==> config.mk <==
export PLATFORM = sky130hd
export DESIGN_NAME = regfile_scoreboard
export DESIGN_NICKNAME = d
export VERILOG_FILES = /design/src/rtl/regfile_pkg.sv /design/src/rtl/regfile_scoreboard_pend_counter.sv /design/src/rtl/regfile_scoreboard.sv
export SDC_FILE = /design/constraint.sdc
export NUM_CORES = 2
export LEC_CHECK = 0
export CAP_MARGIN = 20
export CORE_UTILIZATION = 50
export CTS_CLUSTER_DIAMETER = 60
export DETAILED_ROUTE_END_ITERATION = 6
export GPL_ROUTABILITY_DRIVEN = 0
export HOLD_SLACK_MARGIN = 0.12
export PLACE_DENSITY = 0.69
export SYNTH_ARGS = -nofsm -noshare
export SYNTH_HDL_FRONTEND = slang
export SYNTH_SLANG_ARGS = --single-unit
==> constraint.sdc <==
create_clock -name WrClk -period 43.5 [get_ports WrClk]
set_input_delay 10.875 -clock WrClk [delete_from_list [all_inputs] [get_ports WrClk]]
set_output_delay 10.875 -clock WrClk [all_outputs]
set_load 0.02 [all_outputs]
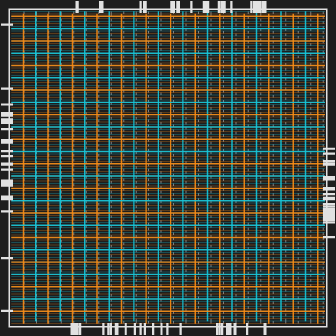
Fig. 1. Supply network.
Pins as bars on the die edge. Tap cells in grey.
net	colour
VSS	orange
VDD	cyan
met1 rails	128
rows	127
vertical extent of the die: 350 µm
CORE AREA: 0.120 mm²
worst ir drop on vdd: 0.0357 mV
Chip Width: 350 µm

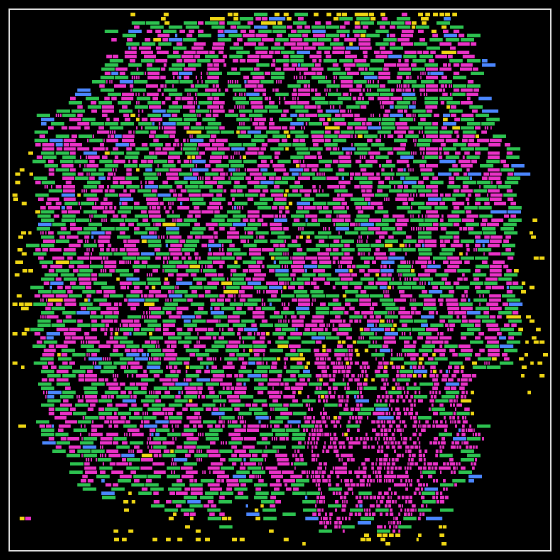
Fig. 2. Placement by cell class.
class	colour	cells	share of their area
flip-flops	green	1086	42%
clock drivers and dummy loads	blue	211	6.0%
other buffers and delay cells	yellow	240	3.8%
all other logic	magenta	2995	48%
Final Instance Area: 0.0670 mm²
final core area utilization: 55.9%
sequential fraction of total cell area: 40.6%

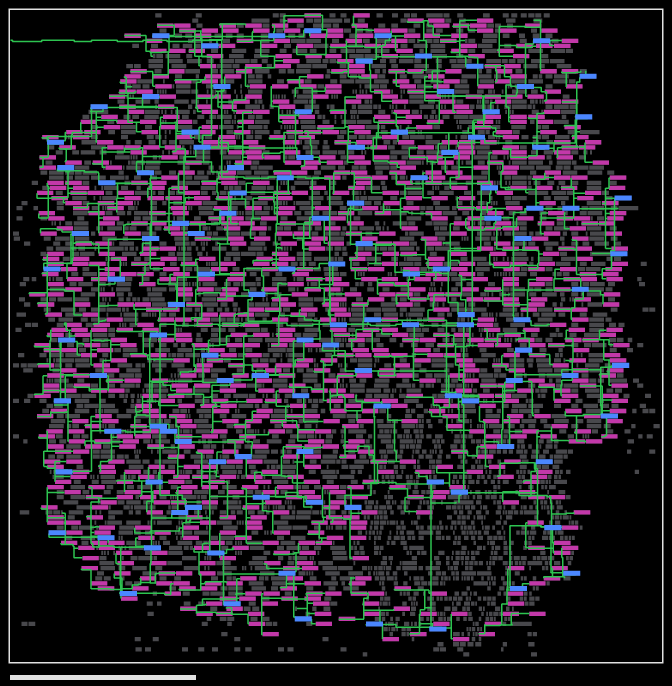
Fig. 3. Routed clock nets over the placement.
The bar under the picture is 100 µm long.
[cells driving clock nets] blue | count: 115
[clock wires] green | length: 14000 µm
[flip-flops] magenta | count: 1086
flops lie	widely spread
routed clock nets	116
clock latency of the later-clocked register in the worst-skew pair: 730 ps
relative contribution of the clock network to total power: 34.6%
largest clock skew in the final design: 26.5 ps
Power Clock: 1030 µW

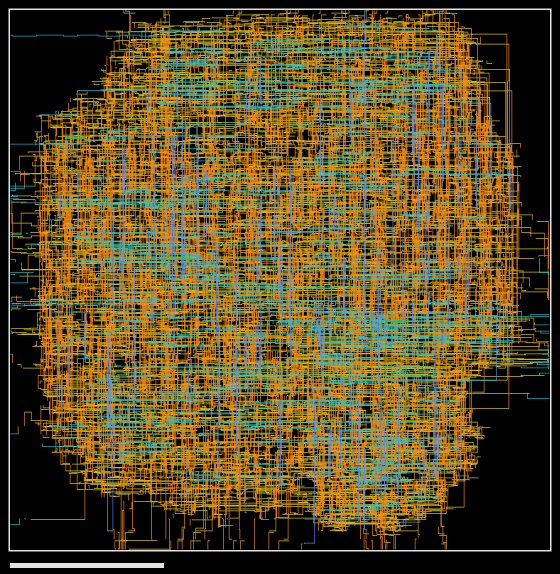
Fig. 4. Signal wires by layer.
The bar under the picture is 100 µm long.
layer	colour	wire length
met5	green	38.6 µm
met2	orange	88.5 mm
met4	blue	8950 µm
met3	cyan	21.7 mm
met1	yellow	75.1 mm
detailed-route wire length per cell: 31.6 µm
total via count after detailed routing: 42500
overall fraction of global-route tracks in use: 31.9%

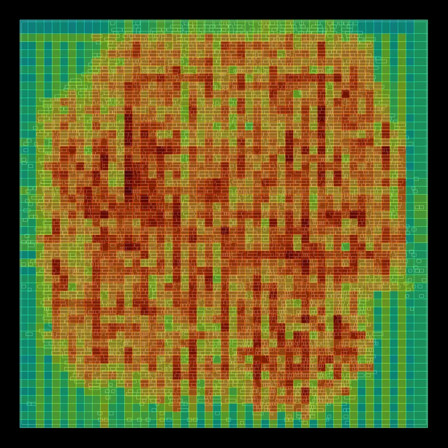
Fig. 5. Routing congestion map.
met2 track demand over resource in global routing: 48.3%
layer carrying the most global-route usage: met2
routing usage on met1: 43.9%

==> flow_metrics.rpt <==
PHYSICAL IMPLEMENTATION REPORT
----------------------------------------------------
[Clock tree]
  Maximum level of the CTS H-tree ........................ 3
  Number of hold buffers added after cts ........................ 0
  CTS Buf Count ........................ 115
  Clock tree from TritonCTS ........................ done
  Clk buf depth ........................ 3
  Resized Gates After CTS ........................ 0
  Root buffer cell ........................ sky130_fd_sc_hd__clkbuf_16

[Pwr]
  Total combinational power ........................ ~630 µW
  Internal power component ........................ 2150 µW
  Pwr/cell area ........................ 44.4 mW/mm²
  Flop pwr share ........................ 44.4%
  Total chip power ........................ 2980 µW
  Power spent charging and discharging nets ........................ just over 800 µW
  Combinational group share of total power ........................ 21.0%
  Switching power as a share of total power ........................ 27.7%

[Die]
  FP Core Util ........................ 50.4%
  I/O Pins ........................ 125
  Die Size ........................ 0.122 mm²
  Row count ........................ 127

[Logic synthesis]
  Synthesized Nets ........................ 4635
  Fraction of synthesis flops using an asynchronous set or reset pin ........................ 100%
  Largest area contributor in the netlist ........................ sky130_fd_sc_hd__dfrtp_1
  Top cells by area ........................ sky130_fd_sc_hd__dfrtp_1 45%, sky130_fd_sc_hd__mux4_2 22%, sky130_fd_sc_hd__mux2_2 12%
  YS chip area ........................ 0.0605 mm²
  Number of register bits inferred by synthesis ........................ 1086
  Post-Synth Simple-Gate Area ........................ around 8.0%
  Total standard cell area after synthesis ........................ approximately 0.06 mm²
  Top logic cell family in the synthesized netlist ........................ multiplexers
  Cell count after synthesis ........................ 4578
  Most frequently used cell type in the post-synthesis netlist ........................ sky130_fd_sc_hd__dfrtp_1
  Post-Synthesis Mean Instance Area ........................ approximately 13 µm²
  Cell types with the highest counts after synthesis ........................ 1086 x sky130_fd_sc_hd__dfrtp_1, 660 x sky130_fd_sc_hd__mux2_2, 627 x sky130_fd_sc_hd__nand2_1, 587 x sky130_fd_sc_hd__mux4_2, 299 x sky130_fd_sc_hd__clkbuf_1
  Unique cell types ........................ 78
  Compound-gate portion of the synthesized area ........................ between 6 and 7%
  Post-synthesis share of cell area spent on xor and xnor gates ........................ less than 1%
  Area share, top type ........................ 44.9%
  Total cells reported by yosys after synthesis ........................ 4578
  Most used DFF post-synth ........................ sky130_fd_sc_hd__dfrtp_1
  Synthesis Warnings ........................ 0
  Number of enable-type register cells in the synthesized netlist ........................ 0
  Area fraction in mux cells ........................ 37.0%

[Setup path]
  Number of buffers and inverters on the critical path ........................ 3
  Critical path class ........................ in -> out
  Cells traversed along the worst timing path ........................ clkdlybuf4s50_1, xnor2_1, nand4_1, nor3_2, buf_4, a211o_1, clkdlybuf4s50_1
  Highest-delay cell along the critical path ........................ sky130_fd_sc_hd__nor3_2
  Critical path required time ........................ 32620 ps
  Crit-path max cell delay ........................ about 1000 ps
  Data arrival, critical path ........................ 15730 ps
  CP Capture Type ........................ output pin
  CP delay by family, top ........................ buffers and inverters
  Worst-path maximum fanout ........................ 25
  Cell with the most instances on the worst path ........................ sky130_fd_sc_hd__clkdlybuf4s50_1
  Number of logic stages on the critical path including buffering ........................ 7
  Logic depth of the worst register-to-register path ........................ 5

[Place]
  Port Buffers ........................ about 120
  Total half-perimeter wirelength after legalization and detailed placement ........................ 105 mm

[Cells and area]
  Final Net Count ........................ 4495
  Fillers ........................ 9536
  Leading cell types in the layout, fill and taps excluded ........................ 1086 x sky130_fd_sc_hd__dfrtp_1, 660 x sky130_fd_sc_hd__mux2_2, 608 x sky130_fd_sc_hd__nand2_1
  Max FFs per register ........................ 1024

[Final timing]
  Slew margin rel. ........................ approximately 15%
  Hold violation total from the final report ........................ 0
  Maximum achievable frequency ........................ 37.6 MHz
  Share of the clock period used by the worst path ........................ 61.2%
  Final period demand of the worst path ........................ 26610 ps
  Actual transition at the worst max-transition pin ........................ 1270 ps

[Outcome]
  Status ........................ finished, final reports clean

[Drt]
  Highest metal layer with signal wires ........................ met5
  Number of design rule violations left after detail routing ........................ 0
  Violation count after the first detailed-routing iteration ........................ a little over 5000
  Final antenna-violating net count ........................ 0
  Drt first pass iters ........................ 6
  Met2 wire len ........................ just under 90 mm
  Sum of routed wire segments on met1 ........................ 75.1 mm

[GRT]
  Met3 usage in global routing ........................ ~8%
  Pin count of the biggest net entering global routing ........................ 156
  Number of antenna violations at the first check in global routing ........................ 5

[Hold path]
  Worst hold-check path type ........................ reg -> reg

[Run]
  Max capacitance violation total ........................ 0
  Count of tool warnings ........................ 38

----------------------------------------------------
## cell type report
type	count	area (µm²)	area share, %
clock buffers	164	3290	4.91
clock inverters	47	628	0.937
flip-flops and latches	1086	27200	40.6
inverters	41	161	0.241
multi-input cells	2954	31300	46.7
repair buffers	240	2450	3.66
well taps	1612	2020	3.01
diodes	3	7.51	0.0112
## per-stage QoR
| stage | util [%] | cells | cell area [µm²] | worst slack [ps] | hold WS, ps |
|---|---|---|---|---|---|
| after floorplan | - | 4578 | 60500 | 2050 | 441 |
| after global placement | 52.2 | 5916 | 62700 | 17010 | 377 |
| after detailed placement | 52.3 | 5917 | 62700 | 16990 | 383 |
| after CTS | 55.5 | 6128 | 66600 | 16980 | 395 |
| after global routing | 55.8 | 6145 | 67000 | 16720 | 410 |
| final | 55.9 | 6147 | 67000 | 16890 | 395 |
Power figures rest on the tool's default switching activity, not on a simulated workload.
